==> run_1/clock_nets.png <==
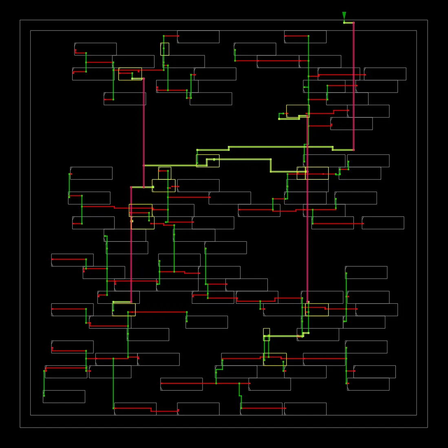
==> run_1/closeup.png <==
Region (57, 57) to (77, 77) µm. Cells in gray, sequential cells in the stronger gray; small squares are vias.
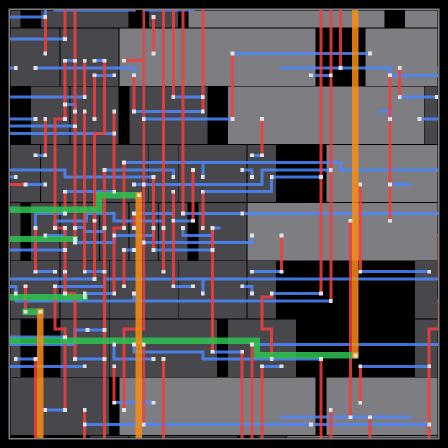
==> run_1/m2.png <==
Scale: 4 px per µm. Cells faint in the background.
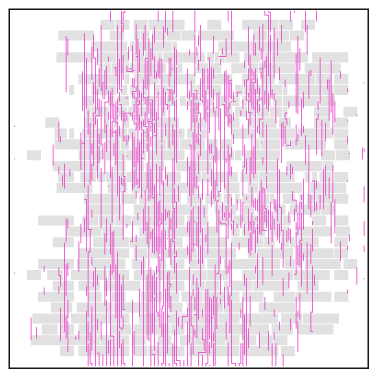
Design imem_boot_loader, sky130hd; sources not shown.
==> results_slide.txt, run 1 <==
Flow Results at a Glance

Status
  • Run status: finished, final reports clean

Placed design
  • Routability congestion estimate from global placement: 0.875
  • Pre-CTS setup slack: about 2600 ps
  • Placed Instance Area: between 4000 and 5000 µm²
  • Final HPWL DP: roughly 5900 µm

Routing
  • Via count normalized by instance count: approximately 5.6
  • DRT iter0 DRCs: ~180
  • Met2 wirelength from detailed routing: 4170 µm
  • Routed met3 length: around 330 µm
  • Number of nets still failing antenna checks after routing: 0
  • Top routing layer in use: met4
  • Number of DRC violations after detailed routing: 0

Timing
  • Setup ws final: 2960 ps
  • Maximum operating frequency: around 0.29 GHz
  • WHS: ~490 ps
  • Setup Skew: 9.48 ps
  • Slew at the pin closest to its max-slew limit: a little over 1000 ps
  • Setup tns final: 0 ps
  • Final setup violating endpoints: 0
  • Worst slew margin relative to its limit: between 30% and 40%
  • Number of endpoints with negative hold slack in the final report: 0
  • Final max-slew violation count: 0
  • Portion of the clock cycle consumed by the worst path in the final layout: 53.8%
  • Final worst path period need: roughly 3400 ps
  • Unrepaired setup endpoints after global routing: false

Final layout
  • Utilization after layout: roughly 70%
  • Proportion of cell area occupied by multi-input gates: between 30% and 40%
  • Clock Network Area Fraction: 3.16%
  • Dominant logic cell type in the layout: dfrtp_1
  • Comb_multi_in: between 200 and 250
  • Layout inverter count without the clock tree: 5
  • Most area-hungry cell class in the final design: flip-flops and latches
  • Fillers: between 500 and 600
  • Layout buffer count excluding clock buffers: 75
  • ANT cells: 0
  • Final cell area excluding filler cells: 5020 µm²
  • Number of cells in the finished layout apart from fillers: 502
  • Layout clock buffers: 11
  • Area of all sequential standard cells: 2050 µm²
  • # nets final: 414
  • Area taken by multi-input logic gates: between 1500 and 2000 µm²
  • Fraction of final layout cells with drive strength greater than 1: between 20% and 30%
  • Layout overhead on the synthesized area: 21.0%
  • Number of flip-flops under the largest register name: 32

Worst setup path
  • Largest fanout on the critical path: 12
  • Critical path cell sequence: clkdlybuf4s50_1, and3_1, and2_2, o2111ai_1, or4_1, or4_4, a211o_1
  • Crit Path Class: in -> reg
  • Internal reg-to-reg setup slack: 3440 ps
  • Category of the worst setup path launch point: primary input
  • Arrival @ worst endpoint: between 3000 and 4000 ps
  • Critical path data required time: 6630 ps
  • Slowest cell on crit path: clkdlybuf4s50_1
  • Worst reg-to-reg path cell count: 7
  • Endpoint class of the critical path: register

Clock tree
  • Max Buffers Root-to-Sink: 2
  • Hold buffer count at cts: 0
  • Resized Gates After CTS: 0
  • Clock sink count: 82
  • Cell at the root of the clock tree: clkbuf_8
  • Clock input transition at the sequential cells of the worst setup and hold paths: ~80 ps
  • Setup fix buffers added after clock tree synthesis: 0
  • Clock tree from TritonCTS: done

Power and ir drop
  • Seq pwr share: 45.9%
  • PwrDens: 346 nW/µm²
  • P_sw: between 0.5 and 0.6 mW
  • Fraction of power consumed by the clock network: around 18%
  • Power, Total: 1.74 mW
  • Worst ir drop on vdd: a little under 0.2 mV
  • Comb power: 0.622 mW
  • Internal Power: roughly 1.2 mW
  • Static Leak: about 2.2 nW
  • Fraction of power spent switching nets: 31.8%
  • Share of total power in combinational logic: a little over a third
  • Power in sequential cells: 0.797 mW

Synth
  • Share of the synthesized netlist area taken by xor and xnor gates: roughly 7.3%
  • Area fraction in and, or, nand and nor cells after synthesis: around 15%
  • Number of enable-type register cells in the synthesized netlist: 0
  • Seq/Total Area, Yosys: between 40% and 50%
  • Post-synthesis net count: around 350
  • Instance count of the mapped netlist: between 300 and 400
  • Area of the mapped netlist: ~4200 µm²
  • Yosys cell count: 335
  • Compound-Gate Fraction of Synth Area: 4.82%
  • Portion of netlist area occupied by mux cells: 18.3%
  • Number of warnings issued by yosys: 6
  • Adders+Majority by Area: less than 1%
  • Number of register bits inferred by synthesis: between 80 and 90
  • Post-synthesis chip area from yosys: a little over 4000 µm²
  • Share of async-settable or async-resettable flops after synthesis: 100%
  • Logic family by area: multiplexers

Floorplan
  • Chip Area: ~8000 µm²
  • Starting density of the core: roughly three fifths
  • Top-level I/O count: between 70 and 80
  • Area of the core: between 7000 and 8000 µm²
  • Floorplan row count: 31
  • Vertical die size: a little under 90 µm
  • Die extent in x: approximately 89 µm

GRT
  • Number of antenna violations at the first check in global routing: 0
  • Global routing usage on met3: about 5%
  • Via count of the first global-routing pass: roughly 2700
  • Met1 usage: between 30 and 40%
  • Overall global routing resource usage: 23.3%
  • Pin count of the biggest net entering global routing: about 83
  • Highest-utilization routing layer at the global route stage: met2
  • Global-route wire length before repair: 14000 µm

Hold path
  • Class of the worst hold path: reg -> reg
-- clock_nets.png (at the start) --
clock group total power: 0.319 mW
Latency at later pin: 350 ps
clock buffer count from CTS: 9
final sequential cell count: 82

-- closeup.png (at the start) --
Key: M1 = blue; M3 = green; M4 = orange; M2 = red
Most frequent: dfrtp_1 (6), nand2_1 (4), nor2_1 (4). 32 logic cells have their middle in the window. Sequential cells in the window: 6.

-- m2.png (at the start) --
The longest straight run is 38.4 µm. The wires run mostly vertical.
total length of routed wires: 8410 µm
Vias: 2791
global routing met2 resource utilization: 35.8%

[run 1: critical path: cells and delay by family]
kind | cells | cell delay [ps]
compound gates | 2 | 450
buf+inv | 1 | 490
simple gates | 4 | 1460
[run 1: synthesized netlist by cell type, types with 6 or more instances]
library cell  instances  share of area, %
buf_2                 6              0.72
clkbuf_1              6              0.54
dfrtp_1              82                49
mux2_2               25               6.8
mux2_4               30                11
nand2_1              15               1.4
nand3_1               8              0.96
nor2_1               29               2.6
nor3_1                8              0.96
nor4_1                6              0.90
xnor2_1              18               3.8
xor2_1               14               3.0
[run 1: logic make-up (layout without fill, tap and decap cells)]
group / Yosys count / in the layout
simple gates: 106 / 106
xor+xnor: 33 / 33
buf+inv: 26 / 94
mux: 58 / 58
compound gates: 28 / 28
fa+ha+maj: 2 / 2
flops: 82 / 82
==> run_1/port_trees.png <==
Scale: 4 px per µm.
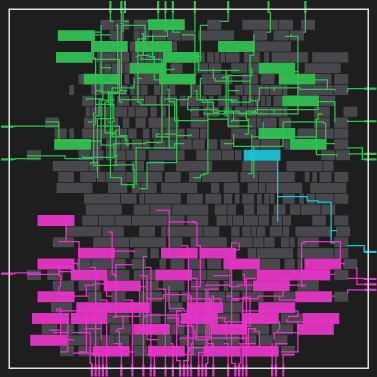

==> run 2, diff against run 1 <==
--- a/config.mk
+++ b/config.mk
@@ -7,10 +7,10 @@
 export LEC_CHECK = 0
 export CAP_MARGIN = 10
 export CORE_MARGIN = 2
-export CORE_UTILIZATION = 57
+export CORE_UTILIZATION = 53
 export CTS_CLUSTER_SIZE = 16
 export DETAILED_ROUTE_END_ITERATION = 16
-export PLACE_DENSITY = 0.86
+export PLACE_DENSITY = 0.8
 export SYNTH_ARGS = -nofsm -noshare
 export SYNTH_HDL_FRONTEND = slang
 export SYNTH_HIERARCHICAL = 1
==> constraint.sdc (replaced) <==
create_clock -name clk -period 3.51 [get_ports clk]
set_input_delay 0.702 -clock clk [delete_from_list [all_inputs] [get_ports clk]]
set_output_delay 0.702 -clock clk [all_outputs]
set_load 0.01 [all_outputs]
==> run_2/port_trees.png <==
Scale: 4 px per µm.
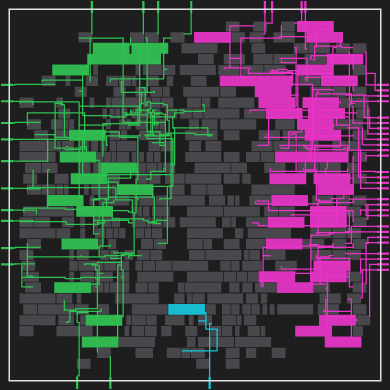
Key: `words_loaded` = green [bits 16, direction output, edge 10 left, 4 top, 2 bottom, end cells 16, buffers 16, wire 1230 µm]; `imem_wdata` = magenta [bits 32, direction output, edge 28 right, 4 top, end cells 32, buffers 32, wire 1080 µm]; `rx_ready` = cyan [bits 1, direction output, edge bottom, end cells 1, buffers 1, wire 37.9 µm]
PortBufs: 73
top-level I/O count: 74

==> run_2/closeup.png <==
Region (59, 59) to (79, 79) µm. Cells in gray, sequential cells in the stronger gray; small squares are vias.
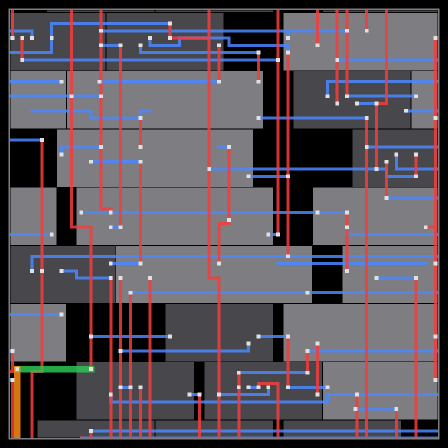
Key: M1 = blue; M3 = green; M2 = red; M4 = orange
Most frequent: dfrtp_1 (8), mux2_4 (7), clkbuf_8 (1). 16 logic cells have their middle in the window. Sequential cells in the window: 8.

==> run 2 against run 1 <==
Critical endpoint unchanged. Synthesized cell count is the same. Area after synthesis is the same. Cell count grew 1.4%. Highest routed layer unchanged. Global-route usage shrank 2.3 points. Setup slack lost 2300 ps.
==> results_slide.txt, run 2 <==
Flow Results at a Glance

Status
  • Run status: finished, final reports clean

GRT
  • Pin count of the biggest net entering global routing: roughly 83
  • Overall global routing resource usage: a little over a fifth
  • Global-route wire length before repair: 14100 µm
  • Via count of the first global-routing pass: about 2800
  • Residual overflow from global routing: 0
  • Number of antenna violations at the first check in global routing: 0

Job
  • Max-cap violation count: 0

Power and ir drop
  • Clock group total power: between 0.8 and 0.9 mW
  • Dominant power group: sequential cells
  • Static Leak: 2.22 nW
  • Comb power: approximately 1.1 mW
  • Internal Power: approximately 2.4 mW
  • Power, Total: roughly 3.4 mW
  • Fraction of power spent switching nets: 30.4%
  • Worst ir drop on vdd: between 0.2 and 0.3 mV
  • PwrDens: 665 nW/µm²
  • Power in sequential cells: 1.46 mW
  • Seq pwr share: 42.9%
  • P_sw: approximately 1.0 mW
  • Share of total power in combinational logic: ~33%
  • Fraction of power consumed by the clock network: between 20% and 30%

Synth
  • Seq/Total Area, Yosys: a little under 50%
  • Area of the mapped netlist: roughly 4200 µm²
  • Post-synthesis chip area from yosys: roughly 4200 µm²
  • Number of warnings issued by yosys: 6
  • Share of async-settable or async-resettable flops after synthesis: 100%
  • Instance count of the mapped netlist: 335
  • Most common cell in the synthesized netlist: dfrtp_1
  • Synthesized area divided by synthesized cell count: about 12 µm²
  • Number of enable-type register cells in the synthesized netlist: 0
  • Most used standard cells in the synthesized netlist: dfrtp_1, mux2_4, nor2_1, mux2_2, xnor2_1
  • Largest cells by area after synthesis: dfrtp_1, mux2_4, mux2_2
  • Biggest area consumer among synthesized cells: dfrtp_1
  • Synth top area share: 49.4%
  • Post-synthesis net count: 349
  • Number of register bits inferred by synthesis: a little over 80
  • Yosys cell count: roughly 340

Final layout
  • Sequential fraction of total cell area: 40.0%
  • Comb_multi_in: roughly 230
  • Area of all sequential standard cells: just over 2000 µm²
  • Area taken by multi-input logic gates: between 1500 and 2000 µm²
  • Clock Network Area Fraction: under 10%
  • Final cell area excluding filler cells: between 5000 and 6000 µm²
  • Number of cells in the finished layout apart from fillers: 509
  • Most numerous logic cells after layout: dfrtp_1, clkdlybuf4s50_1, mux2_4, nor2_1, mux2_2
  • Final sequential cell count: between 80 and 90
  • Layout clock buffers: 9
  • Dominant logic cell type in the layout: dfrtp_1
  • Utilization after layout: 67.1%
  • Fraction of final layout cells with drive strength greater than 1: roughly 22%
  • Layout buffer count excluding clock buffers: 78
  • Layout inverter count without the clock tree: 5
  • # nets final: 417
  • Fillers: between 500 and 600
  • Layout overhead on the synthesized area: 23.6%
  • ANT cells: 0
  • Proportion of cell area occupied by multi-input gates: around 38%
  • Most area-hungry cell class in the final design: flip-flops and latches
  • Number of flip-flops under the largest register name: 32

Worst setup path
  • Category of the worst setup path launch point: register
  • Worst reg-to-reg path cell count: 7
  • Critical path data required time: approximately 3800 ps
  • Largest fanout on the critical path: 6
  • Endpoint class of the critical path: register
  • Internal reg-to-reg setup slack: around 660 ps
  • Crit Path Class: reg -> reg
  • Arrival @ worst endpoint: 3100 ps

Timing
  • Setup Skew: 6.69 ps
  • Worst slew margin relative to its limit: about a third
  • WHS: roughly 500 ps
  • Final setup violating endpoints: 0
  • Final worst path period need: 2850 ps
  • Final max-slew violation count: 0
  • Unrepaired setup endpoints after global routing: false
  • Setup ws final: approximately 660 ps
  • Portion of the clock cycle consumed by the worst path in the final layout: between 80% and 90%
  • Maximum operating frequency: 0.351 GHz
  • Slew at the pin closest to its max-slew limit: between 900 and 1000 ps
  • Number of endpoints with negative hold slack in the final report: 0
  • Setup tns final: 0 ps

Floorplan
  • Die extent in x: roughly 90 µm
  • Starting density of the core: ~54%
  • Vertical die size: between 90 and 100 µm
  • Area of the core: between 7000 and 8000 µm²
  • Floorplan row count: 32
  • Chip Area: about 8600 µm²

Routing
  • Number of iterations in the first detailed-routing pass: 4
  • Number of nets still failing antenna checks after routing: 0
  • Via count normalized by instance count: roughly 5.7
  • Number of DRC violations after detailed routing: 0
  • DRT iter0 DRCs: around 150
  • Vias: 2876

Placed design
  • Routability congestion estimate from global placement: around 0.87
  • Number of placed instances with taps included: 494
  • Pre-CTS setup slack: 511 ps
  • Placed Instance Area: roughly 5000 µm²
  • Final HPWL DP: slightly below 6000 µm

Clock tree
  • Hold buffer count at cts: 0
  • Resized Gates After CTS: 0
  • Clock input transition at the sequential cells of the worst setup and hold paths: 80 ps
  • Latency at later pin: about 360 ps
  • Setup fix buffers added after clock tree synthesis: 0
  • Clock sink count: 82
  • Cell at the root of the clock tree: clkbuf_8
  • Max Buffers Root-to-Sink: 2
  • H-tree Lvls: 3
  • Clock tree from TritonCTS: done
  • Clock buffer count from CTS: 9

Hold path
  • Class of the worst hold path: reg -> reg
  • Depth of the worst hold-timing path: 2
==> run_2/layers.png <==
Scale: 6 px per µm. Two of the layers only.
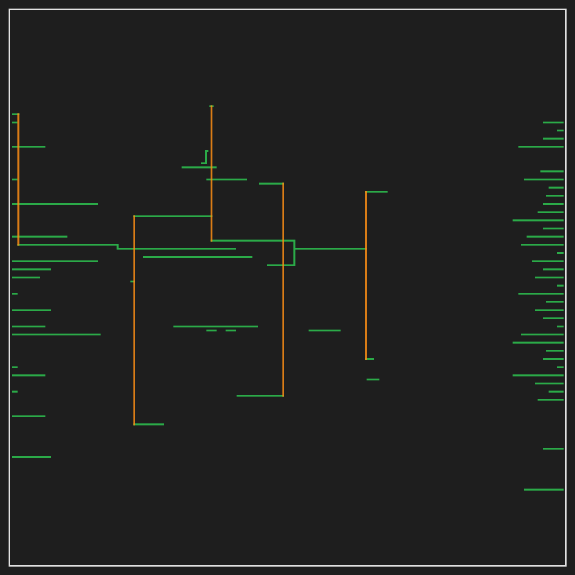
Key: M3 = green [wire length 404 µm]; M4 = orange [wire length 142 µm]
routed length per instance: 16.9 µm
total length of routed wires: 8580 µm

[run 2: cell counts after synthesis]
No cell type changed its count.
[run 2: routing by layer]
metal  global-route usage, %  vias up  share of wire (%)
met5                       0        -                  0
met4                    8.46        0                1.7
met3                    3.66       13                4.7
met2                    32.8       82                 47
met1                    29.2     1457                 47
li1                        -     1324                  -
[run 2: kinds of logic (layout without fill, tap and decap cells)]
logic type      count (synthesis)  after routing  synth area share (%)
xor+xnor                       33             33                  7.29
buf+inv                        26             98                  4.19
mux                            58             58                  18.3
fa+ha+maj                       2              2                 0.602
compound gates                 28             28                  4.82
simple gates                  106            106                  15.3
flops                          82             82                  49.4
[run 2: critical path, cell delays in order, from the launching register on]
cell and delay, ps:
dfrtp_1 520, ha_1 280, nand4_1 220, o31a_1 340
a2111oi_0 380, nor3_1 110, or4_4 570, a211o_1 310
Power figures rest on the tool's default switching activity, not on a simulated workload.
